--- src/rtl/serial_tx_piso.sv ---
// serial_tx_piso: parallel-in serial-out frame transmitter (start 0, DATA_W bits LSB first, stop 1).
// Ports: clk, rst_n (async active-low); in_data/in_valid/in_ready word handshake;
//        tx serial line (idles high); busy while a frame is in progress; done one-clock pulse
//        on the first IDLE clock after the stop bit.
// Macro SERIAL_TX_PARITY_EN inserts an even-parity bit between the data bits and the stop bit.
module serial_tx_piso #(
  parameter int DATA_W       = 8,
  parameter int CLKS_PER_BIT = 4
) (
  input  logic              clk,
  input  logic              rst_n,
  input  logic [DATA_W-1:0] in_data,
  input  logic              in_valid,
  output logic              in_ready,
  output logic              tx,
  output logic              busy,
  output logic              done
);
  localparam int CW = CLKS_PER_BIT > 1 ? $clog2(CLKS_PER_BIT) : 1;
  localparam int BW = DATA_W > 1 ? $clog2(DATA_W) : 1;
`ifdef SERIAL_TX_PARITY_EN
  typedef enum logic [2:0] {IDLE, START, DATA, STOP, PARITY} state_t;
`else
  typedef enum logic [2:0] {IDLE, START, DATA, STOP} state_t;
`endif
  state_t state, state_n;
  logic [CW-1:0] cnt, cnt_n;
  logic [BW-1:0] bidx, bidx_n;
  logic [DATA_W-1:0] sh, sh_n;
  logic tx_n, done_n, wrap, last;
`ifdef SERIAL_TX_PARITY_EN
  logic par, par_n;
`endif
  assign wrap = cnt == CW'(CLKS_PER_BIT - 1);
  assign last = bidx == BW'(DATA_W - 1);
  // tx is registered, so each transition loads the level of the bit being entered.
  always_comb begin
    state_n = state;
    cnt_n   = (state == IDLE || wrap) ? '0 : cnt + 1'b1;
    bidx_n  = bidx;
    sh_n    = sh;
    tx_n    = tx;
    done_n  = 1'b0;
`ifdef SERIAL_TX_PARITY_EN
    par_n   = par;
`endif
    case (state)
      IDLE: begin
        tx_n = ~in_valid;
        if (in_valid) begin
          state_n = START;
          sh_n    = in_data;
          bidx_n  = '0;
`ifdef SERIAL_TX_PARITY_EN
          par_n   = ^in_data;
`endif
        end
      end
      START: if (wrap) begin
        state_n = DATA;
        tx_n    = sh[0];
      end
      DATA: if (wrap) begin
        sh_n   = sh >> 1;
        bidx_n = bidx + 1'b1;
        tx_n   = sh_n[0];
        if (last) begin
`ifdef SERIAL_TX_PARITY_EN
          state_n = PARITY;
          tx_n    = par;
`else
          state_n = STOP;
          tx_n    = 1'b1;
`endif
        end
      end
`ifdef SERIAL_TX_PARITY_EN
      PARITY: if (wrap) begin
        state_n = STOP;
        tx_n    = 1'b1;
      end
`endif
      STOP: if (wrap) begin
        state_n = IDLE;
        tx_n    = 1'b1;
        done_n  = 1'b1;
      end
      default: begin
        state_n = IDLE;
        tx_n    = 1'b1;
      end
    endcase
  end
  always_ff @(posedge clk or negedge rst_n) begin
    if (!rst_n) begin
      state    <= IDLE;
      cnt      <= '0;
      bidx     <= '0;
      sh       <= '0;
      tx       <= 1'b1;
      in_ready <= 1'b1;
      busy     <= 1'b0;
      done     <= 1'b0;
`ifdef SERIAL_TX_PARITY_EN
      par      <= 1'b0;
`endif
    end else begin
      state    <= state_n;
      cnt      <= cnt_n;
      bidx     <= bidx_n;
      sh       <= sh_n;
      tx       <= tx_n;
      in_ready <= state_n == IDLE;
      busy     <= state_n != IDLE;
      done     <= done_n;
`ifdef SERIAL_TX_PARITY_EN
      par      <= par_n;
`endif
    end
  end
endmodule

--- config.mk ---
export PLATFORM = sky130hd
export DESIGN_NAME = serial_tx_piso
export DESIGN_NICKNAME = d
export VERILOG_FILES = /design/src/rtl/serial_tx_piso.sv
export SDC_FILE = /design/constraint.sdc
export NUM_CORES = 1
export LEC_CHECK = 0
export ABC_AREA = 1
export ABC_CLOCK_PERIOD_IN_PS = 1400
export CORE_MARGIN = 2
export CORE_UTILIZATION = 53
export DETAILED_ROUTE_END_ITERATION = 12
export HOLD_SLACK_MARGIN = 0.03
export PLACE_DENSITY = 0.75
export SYNTH_ARGS = -nofsm -noshare
export SYNTH_HDL_FRONTEND = slang
export SYNTH_SLANG_ARGS = --single-unit
--- constraint.sdc ---
create_clock -name clk -period 1.4 [get_ports clk]
set_input_delay 0.35 -clock clk [delete_from_list [all_inputs] [get_ports clk]]
set_output_delay 0.35 -clock clk [all_outputs]
set_load 0.1 [all_outputs]
run_1/placed.png
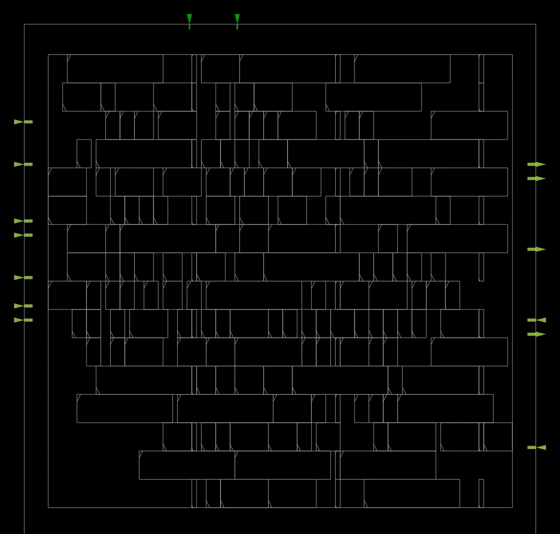
n_taps: 27
Seq area share: 0.356
flop count: 20
core box area: 1940 um2
fin cells: 183

run_1/m1.png
Scale: 12 px per um. Supply wires on this layer in gray. Cells faint in the background.
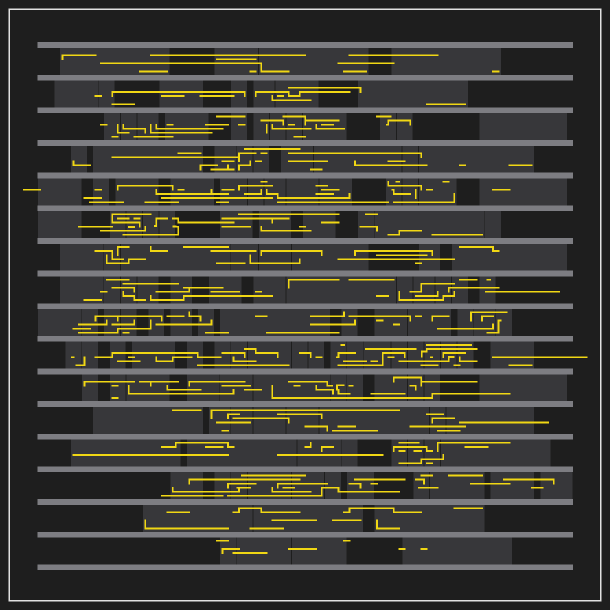
The layer holds 43% of the routed length. The wires run mostly horizontal.
GR Util met1: 0.234
via count: 896
WL final: 2080 um

run_1/util_map.png
Scale: 8 px per um. The die is cut into 10 by 10 equal tiles; dark blue is low, red is high, 0 to 100% covered.
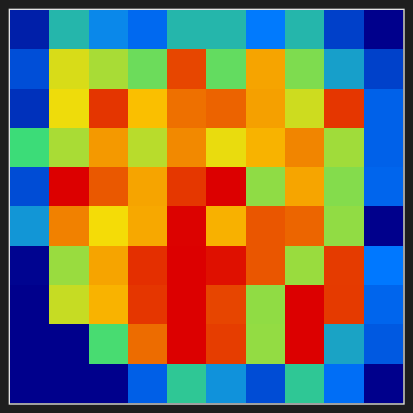
10% of the tiles are nearly empty. The emptiest ninth of the die: south-west. The mean over all tiles is 57%. The densest ninth of the die: center. The fullest tile reaches 100%. 40% of the tiles are over 75% full.
post-layout util: 0.727
Initial Util: 0.557

==> out/metrics.yaml, run 1 <==
outcome: "completed"
cap_violations: 0
buffers: 29
synthTopCellsByCount: "nand2_1 (50), dfrtp_1 (18), inv_1 (11)"
aoi_share: 0.0185
report.final.slew_viol_count: 0
syn_area_um2: 1080
adder_share: 0.0347
die-area_um2: 2420
portBuffers: 14
fp.dieH_um: 49.2
p_sw_frac: 0.355
routedWlPerCell_um: 11.4
top_power_group: "registers"
hold_viol_final: 0
post-route-drc-count: 0
p_comb_frac: 0.329
critical_path_class: "reg -> out"
power_clock_w: 0.000286
root_buffer: "clkbuf_4"
diodes: 0
antenna_found_initial: 0
p_leak_nw: 0.766
period_used_share: 0.999
clk_pin_slew_worst_paths_ns: 0.11
ant_nets: 0
tns_ns: 0
clock_path_buffers: 2
yosys.cell_types.count: 20
grt.overflow.total: 0
rows: 16
syn-num-nets: 140
stdcell_area_um2: 1410
clkCellAreaFrac: 0.0186
syn-instance-count: 126
setup_viol: 0
seqPwrFrac: 0.490
yosysWarnings: 0
nMultiInputCombCells: 91
worstPathCellList: "buf_12"
seq_area_um2: 503
holdWs_ns: 0.369
postPlaceCellArea_um2: 1330
drive_gt1_frac: 0.282
start_kind: "flop"
rrSetupSlack_ns: 0.12
ys_cells: 126
gp_congestion: 0.776
min_period_ns: 1.40
clock-sinks: 20
layout.nonclk_buf_frac: 0.207
track_usage: 0.191
seq_power_w: 0.000775
netlist_logic_family_top: "simple AND/OR/NAND/NOR gates"
n_all_inverters: 12
grt_pass1_vias: 872
finalWorstSetupSlack_ns: 0.00155
tritoncts.num_buffers: 3
mux_share: 0
comb_area_um2: 510
via_per_inst: 4.90
critPathTopFamily: "flip-flops"
area_dominant_class: "combinational gates"
fillers: 144
crit_fanout: 2
syn_to_final_growth_pct: 30.6
dr.pass1.iters: 4
top_area_frac: 0.417
preCtsSetupSlack_ns: -0.0455
slowest_stage: "dfstp_2"
r2r_end: "busy$_DFF_PN0_"
io_pins: 15
htreeDepth: 1
critical-path-max-stage-delay_ns: 0.57
==> run 1: worst max path at each step <==
| stage | cells past startpoint | slack, ns | to | startpoint |
|---|---|---|---|---|
| 3_5_place_dp | 5 | -0.05 | sh[5]$_DFFE_PN0P_ | in_valid |
| 4_1_cts | 1 | -0.01 | tx | tx$_DFFE_PN1P_ |
| 6_report | 1 | 0.002 | tx | tx$_DFFE_PN1P_ |
| 3_3_place_gp | 5 | -0.03 | sh[6]$_DFFE_PN0P_ | in_valid |
| 2_1_floorplan | 0 | 0.17 | busy | busy$_DFF_PN0_ |
| 5_1_grt | 1 | -0.02 | tx | tx$_DFFE_PN1P_ |
==> run 1: flip-flops by register name, indices dropped and copies added, names as in the netlist <==
register,flops
bidx,3
busy,1
cnt,2
done,1
in_ready,1
sh,8
state,3
tx,1
==> run 1: layout by cell type, fill, tap and decap left out <==
cell type        instances
nand2_1                 50
dfrtp_1                 18
buf_4                   15
inv_1                   11
nand3_2                 11
clkdlybuf4s50_1         10
nand3_1                  9
nor2_1                   6
buf_12                   4
ha_1                     3
clkbuf_4                 3
nand3_4                  2
o21ai_0                  2
nand2_2                  2
dfstp_2                  2
inv_2                    1
nor2_8                   1
nor2_2                   1
a21oi_1                  1
a21oi_2                  1
or2_2                    1
clkbuf_1                 1
conb_1                   1
==> run 1: timing repair <==
item / in CTS / in global routing
setup buffers: 0 / 6
pin swaps: 0 / 1
hold buffers: 0 / 0
setup endpoints to repair: 1 / 13
gates resized: 0 / 2
==> run 1: layer usage <==
layer | up-vias | GRT usage | part of all wire
met5 | - | 0 | 0
li1 | 452 | - | -
met3 | 4 | 0.0337 | 0.044
met4 | 0 | 0.0571 | 0.010
met1 | 418 | 0.234 | 0.43
met2 | 22 | 0.340 | 0.52
--- run 2 (diff from run 1) ---
GPL_TIMING_DRIVEN = 0   (was default)
==> run 2 against run 1 <==
Net effect: routed wire length shrank 2.2%; worst hold slack gained 0.072 ns; largest power group unchanged; sequential cell count is the same; area after synthesis is the same; critical endpoint unchanged; highest routed layer unchanged; first-iteration DRC count shrank 33%; synthesized cell count is the same; sequential power shrank 0.5%; count of clock-buffer cells in the layout is the same; global-route usage grew 1.4 points; clock skew grew 0.010 ns.
==> out/metrics.yaml, run 2 <==
netlist_logic_family_top: "simple AND/OR/NAND/NOR gates"
min_period_ns: 1.39  # -0.0132 ns
critical-path-max-stage-delay_ns: 0.57  # about the same
pg_comb_w: 0.000488
root_buffer: "clkbuf_4"
largest_reg_flops: 8  # unchanged
synthTopCellsByCount: "nand2_1 (50), dfrtp_1 (18), inv_1 (11)"
critPathTopFamily: "flip-flops"
power_clock_w: 0.000285  # about the same
mux_share: 0  # unchanged
cts_tree: "built"
fin_skew_ns: 0.0116
final_common_cell: "nand2_1"
critPathBufInv: 1
routedWlPerCell_um: 11.8  # +4.1%
cp.required_ns: 1.05
warnings: 27
vias: 878  # -2.0%
period_used_share: 0.989  # -0.00946
most_common_cell: "nand2_1"
ys_seq_share: 0.465
layout.nets: 160
fp.dieH_um: 49.2  # unchanged
largest-register: "sh"
power_frac_clock: 0.185
ys_cells: 126  # unchanged
track_usage: 0.205  # +0.0137
clock-sinks: 20  # unchanged
dominantRegCellSynth: "dfrtp_1"
hold_viol_final: 0  # unchanged
syn-instance-count: 126  # unchanged
aoi_share: 0.0185  # unchanged
yosysWarnings: 0  # unchanged
end_kind: "output port"
syn_area_per_cell_um2: 8.58
ys_seq_elements: 20
dp.final_hpwl_um: 1450
power.density_nw_per_um2: 1170
design.core.area_um2: 1940  # unchanged
syn_area_um2: 1080  # unchanged
clk_pin_slew_worst_paths_ns: 0.11  # about the same
tightest_slew_ns: 0.885
post-route-drc-count: 0  # unchanged
critical_path_class: "reg -> out"
syn-num-nets: 140  # unchanged
edf_count: 0
via_per_inst: 5.10  # +4.3%
simple_gate_share: 0.407
outcome: "completed"
synth_area_leader_cell: "dfrtp_1"
seqPwrFrac: 0.500  # +0.010
fp.dieW_um: 49.2
slew_headroom: 0.408
hp-class: "reg -> reg"
dr.pass1.iters: 4  # unchanged
diodes: 0  # unchanged
htreeDepth: 1  # unchanged
grt_pass1_vias: 883  # +1.3%
yosys-stat-area_um2: 1080
xor_share: 0
final_cell_mix: "nand2_1 (49), dfrtp_1 (17), inv_1 (11), nand3_2 (11), clkdlybuf4s50_1 (10)"
drive_gt1_frac: 0.241  # -0.0407
die-area_um2: 2420  # unchanged
preCtsSetupSlack_ns: -0.579  # -0.533 ns
seq_power_w: 0.000771  # -0.5%
top_area_frac: 0.417  # unchanged
rows: 16  # unchanged
ir_worst_vdd_uv: 729
clock_path_buffers: 2  # unchanged
timing.fmax_mhz: 722
p_sw_frac: 0.359  # +0.00433
setup_viol: 0  # unchanged
p_leak_nw: 0.711  # -7.2%
adder_share: 0.0347  # unchanged
grt_max_degree: 21
routed_wl_um: 2040  # -2.2%
final_util: 0.681  # -0.0457
rsz0062_at_grt: "true"
report.final.slew_viol_count: 0  # unchanged
hold_buffers: 0  # unchanged
area_leaders: "dfrtp_1 (42%), nand2_1 (17%), nand3_2 (9.3%)"
switchingPower_w: 0.000554
cp.arrival_ns: 1.04
async_reset_ff_frac: 1.00
crit_fanout: 2  # unchanged
start_kind: "flop"
yosys.cell_types.count: 20  # unchanged
grt.overflow.total: 0  # unchanged
insertion_delay_ns: 0.31
slowest_stage: "dfstp_2"
worstPathCellList: "buf_12"
ant_nets: 0  # unchanged
drtIter0Drc: 8
antenna_found_initial: 0  # unchanged
tritoncts.num_buffers: 3  # unchanged
intPower_w: 0.000990
p_comb_frac: 0.316  # -0.013
rrSetupSlack_ns: 0.09  # -0.03 ns
fp_util: 0.557  # unchanged
gp_congestion: 0.786  # +1.3%
grt_pass1_wl_um: 3780
top_power_group: "registers"
largestRegisters: "sh: 8 flops, bidx: 3 flops, state: 3 flops"
cap_violations: 0  # unchanged
[run 2: layout make-up]
cell class | count | area (um2)
flip-flops and latches | 20 | 504
repair buffers | 15 | 163
well taps | 27 | 33.8
inverters | 12 | 45.0
clock buffers | 4 | 26.3
plain buffers | 3 | 33.8
multi-input cells | 91 | 517
fillers | 172 | 619
[run 2: logic make-up after synthesis]
logic type	after synthesis
AOI/OAI and AO/OA	4
adders and majority gates	3
buffers and inverters	15
DFF	20
other	1
and+or+nand+nor	83
[run 2: through the flow]
stage | TNS, ns | total power [W] | hold slack (ns) | cells | area (um2)
floorplan | 0 | 0.00111 | 0.0544 | 126 | 1080
global placement | -3.20 | 0.00122 | 0.418 | 167 | 1250
detailed placement | -3.58 | 0.00124 | 0.428 | 167 | 1250
CTS | 0 | 0.00154 | 0.445 | 171 | 1290
global route | -0.0325 | 0.00165 | 0.468 | 172 | 1320
finish | 0 | 0.00154 | 0.441 | 172 | 1320
[run 2: worst paths after layout]
| check | start | endpoint | cells after the start |
|---|---|---|---|
| setup / recovery | tx$_DFFE_PN1P_ | tx | 1 |
| hold / removal | cnt[0]$_DFF_PN0_ | cnt[0]$_DFF_PN0_ | 1 |
| setup reg to reg | cnt[0]$_DFF_PN0_ | tx$_DFFE_PN1P_ | 7 |
| hold reg to reg | cnt[0]$_DFF_PN0_ | cnt[0]$_DFF_PN0_ | 1 |
| max in group asynchronous | rst_n | state[0]$_DFF_PN0_ | 1 |
| min in group asynchronous | rst_n | cnt[1]$_DFF_PN0_ | 1 |
[run 2: repair_timing]
item	CTS	global route
endpoints found under the setup margin	4	12
buffers inserted	0	1
gates resized	29	7
[run 2: layer usage]
metal  vias up  GRT usage  wire, um
met4         0     0.0714        36
met5         -          0         0
met2        29      0.363      1060
met1       413      0.250       850
met3         6     0.0337        85
li1        430          -         -
run_2/sizing.png
Scale: 8 px per um.
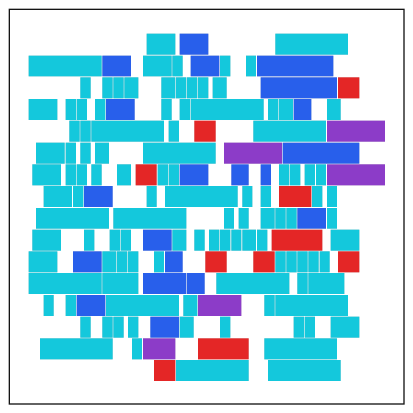
x2: marked blue, cells 20, share 14%, most used nand3_2. x3 and x4: marked red, cells 10, share 6.9%, most used clkbuf_4. x1 and smaller: marked cyan, cells 110, share 76%, most used nand2_1. x6 and larger: marked purple, cells 5, share 3.4%, most used buf_12.
Design Area, Final: 1320 um2
area grow syn2layout: 22.3%
setup ws final: 0.0148 ns
Non-clk bufs: 18

run_2/port_trees.png
Scale: 8 px per um.
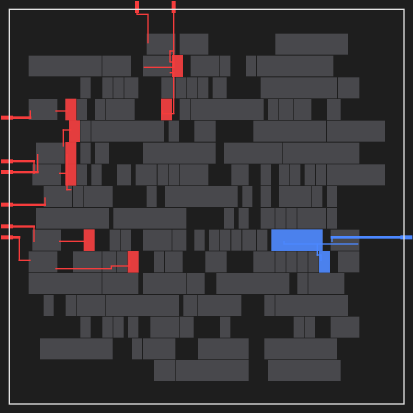
in_valid: marked blue, bits 1, direction input, edge east, end cells 2, buffers 1, wire 21.1 um. in_data: marked red, bits 8, direction input, edge 6 west, 2 north, end cells 8, buffers 8, wire 76.0 um.
PortBufs: 14
I/O Pins: 15

--- run 3 (diff from run 2) ---
REMOVE_ABC_BUFFERS = 1   (was default)
==> run 3 against run 2 <==
Net effect: the flow now finishes with violations (setup timing); maximum frequency shrank 1.4%; area after synthesis is the same; combinational power increased by 4%; routed wire length is 13% higher; design area is 6.0% higher; critical path depth is the same; core utilization grew 4.1 points; sequential share of layout area down 2.0 points; worst hold slack worse by 0.0026 ns; synthesized cell count unchanged; global-route usage decreased by 0.32 points; largest cell class unchanged.
==> out/metrics.yaml, run 3 <==
outcome: "finished with violations"
violations: "setup timing"
ys_seq_elements: 20  # unchanged
area_leaders: "dfrtp_1 (42%), nand2_1 (17%), nand3_2 (9.3%)"
cp.arrival_ns: 1.06  # +0.02 ns
slowest_stage: "dfstp_2"
seq_area_um2: 507  # +0.50%
grt_max_degree: 21  # unchanged
die-area_um2: 2420  # unchanged
placedCellCount: 164  # -1.8%
timing.fmax_mhz: 712  # -1.4%
syn_area_um2: 1080  # unchanged
dp.final_hpwl_um: 1350  # -7.1%
root_buffer: "clkbuf_4"
period_used_share: 1.00  # +0.0143
grt_pass1_wl_um: 3750  # -0.93%
hold_buffers: 0  # unchanged
hold_path_end: "cnt[0]$_DFF_PN0_"
design.core.area_um2: 1940  # unchanged
grt_pass1_vias: 845  # -4.3%
finalWorstSetupSlack_ns: -0.00527  # -0.0201 ns
setup_viol: 1  # +1
r2r_start: "bidx[0]$_DFFE_PN0P_"
syn_to_final_growth_pct: 29.6
crit_start: "tx$_DFFE_PN1P_"
syn-instance-count: 126  # unchanged
gp_congestion: 0.730  # -7.1%
drive_gt1_frac: 0.289  # +0.0481
fillers: 152  # -12%
critical_path_class: "reg -> out"
dominantRegCellSynth: "dfrtp_1"
top_area_frac: 0.417  # unchanged
finalNonFillerCells: 179  # +4.1%
track_usage: 0.202  # -0.00317
post-route-drc-count: 0  # unchanged
warnings: 27  # unchanged
start_kind: "flop"
fp_util: 0.557  # unchanged
fp.dieH_um: 49.2  # unchanged
async_reset_ff_frac: 1.00  # unchanged
critPathBufInv: 1  # unchanged
ant_nets: 0  # unchanged
stdcell_area_um2: 1400  # +6.0%
yosys.cell_types.count: 20  # unchanged
grt.overflow.total: 0  # unchanged
power.density_nw_per_um2: 1250  # +7.5%
p_leak_nw: 0.748  # +5.1%
report.final.slew_viol_count: 0  # unchanged
ir_worst_vdd_uv: 909  # +25%
critPathTopFamily: "flip-flops"
comb_area_um2: 512  # -0.97%
holdPathStages: 1  # unchanged
layout.nets: 167  # +4.4%
routedWlPerCell_um: 12.8  # +8.4%
critical-path-max-stage-delay_ns: 0.58  # about the same
synthTopCellsByCount: "nand2_1 (50), dfrtp_1 (18), inv_1 (11)"
r2r_end: "busy$_DFF_PN0_"
synth_area_leader_cell: "dfrtp_1"
fp.dieW_um: 49.2  # unchanged
antenna_found_initial: 0  # unchanged
clock-sinks: 20  # unchanged
dr.pass1.iters: 4  # unchanged
tritoncts.num_buffers: 3  # unchanged
final_cell_mix: "nand2_1 (50), dfrtp_1 (15), nand3_2 (11), buf_4 (11)"
min_from: "cnt[0]$_DFF_PN0_"
diodes: 0  # unchanged
rows: 16  # unchanged
fin_skew_ns: 0.00488  # -0.00676 ns
end_kind: "output port"
largest_reg_flops: 8  # unchanged
crit_fanout: 2  # unchanged
insertion_delay_ns: 0.30  # about the same
largest-register: "sh"
clk_pin_slew_worst_paths_ns: 0.12  # about the same
ys_seq_share: 0.465  # unchanged
cts_setup_buffers: 6  # +6
final_util: 0.722  # +0.0406
rr_worst_depth: 8  # +1
rsz0062_at_grt: "true"
yosysWarnings: 0  # unchanged
cts_resized: 31  # +6.9%
drtIter0Drc: 14  # +6
clock_path_buffers: 2  # unchanged
slew_headroom: 0.393  # -0.0153
cp.required_ns: 1.05  # about the same
most_common_cell: "nand2_1"
postPlaceCellArea_um2: 1220  # -2.5%
cap_violations: 0  # unchanged
min_period_ns: 1.41  # +0.0201 ns
hp-class: "reg -> reg"
largestRegisters: "sh: 8 flops, bidx: 3 flops, state: 3 flops"
ys_cells: 126  # unchanged
crit_cells: 1  # unchanged
portBuffers: 14  # unchanged
worstPathCellList: "buf_12"
tightest_slew_ns: 0.908  # +0.0228 ns
syn_area_per_cell_um2: 8.58  # unchanged
htreeDepth: 1  # unchanged
final_common_cell: "nand2_1"
yosys-stat-area_um2: 1080  # unchanged
hold_viol_final: 0  # unchanged
io_pins: 15  # unchanged
rrSetupSlack_ns: 0.08  # about the same
holdWs_ns: 0.438  # -0.00259 ns
cts_tree: "built"
tns_ns: -0.00527  # -0.00527 ns
edf_count: 0  # unchanged
==> run 3: cell counts after synthesis <==
Identical to the previous run, type by type.
==> run 3: cells by family (layout without fill, tap and decap cells) <==
| group | Yosys count | count (layout) | share of synthesized area |
|---|---|---|---|
| buffers and inverters | 15 | 41 | 0.0706 |
| and+or+nand+nor | 83 | 83 | 0.407 |
| AOI/OAI and AO/OA | 4 | 4 | 0.0185 |
| other | 1 | 1 | 0.00347 |
| DFF | 20 | 20 | 0.465 |
| adders and majority gates | 3 | 3 | 0.0347 |
==> run 3: worst max path at each step <==
| stage | endpoint | slack [ns] |
|---|---|---|
| 2_1_floorplan | sh[0]$_DFFE_PN0P_ | 0.11 |
| 3_3_place_gp | tx | -0.58 |
| 3_5_place_dp | tx | -0.59 |
| 4_1_cts | tx | -0.02 |
| 5_1_grt | tx | -0.04 |
| 6_report | tx | -0.005 |
==> run 3: area by class of cell <==
class | instances | area share
sequential | 20 | 0.362
inverter | 12 | 0.0348
multi-input combinational | 91 | 0.365
clock buffer | 3 | 0.0161
tap | 27 | 0.0241
timing repair inverter | 1 | 0.00357
timing repair buffer | 24 | 0.173
clock inverter | 1 | 0.0214
==> run 3: routing by layer <==
metal  global-route usage  wire [um]
met1                0.278       1020
met2                0.336       1220
met3               0.0215         52
met4               0.0571         13
met5                    0          0
==> run 3: where the power goes <==
part	internal, W	switching [W]	total [W]
registers	0.000690	0.0000851	0.000775
logic	0.000201	0.000305	0.000506
clock network	0.000289	0.000188	0.000477
==> run 3: per-stage QoR <==
stage	setup WS (ns)	power (W)
after floorplan	0.110	0.00110
after global placement	-0.578	0.00120
after detailed placement	-0.585	0.00122
after CTS	-0.0157	0.00174
after global routing	-0.0354	0.00185
final	-0.00527	0.00176
run_3/port_trees.png
Scale: 8 px per um.
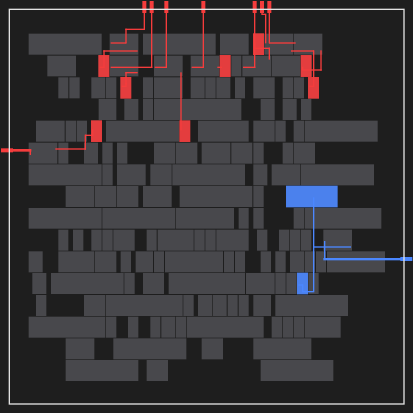
in_valid: marked blue, bits 1, direction input, edge east, end cells 2, buffers 1, wire 30.7 um. in_data: marked red, bits 8, direction input, edge 7 north, 1 west, end cells 8, buffers 8, wire 100 um.

run_3/m1.png
Scale: 12 px per um. Supply wires on this layer in gray. Cells faint in the background.
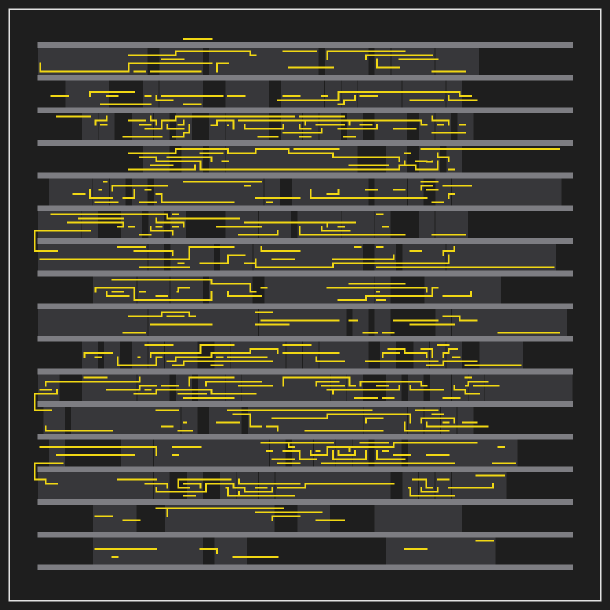
151 nets have wire on it. The layer carries 1,020 um of wire. The layer holds 44% of the routed length.
WL final: 2300 um
GR Util met1: 0.278
via count: 901

No activity file was given, so power comes from the tool's default toggle rates.
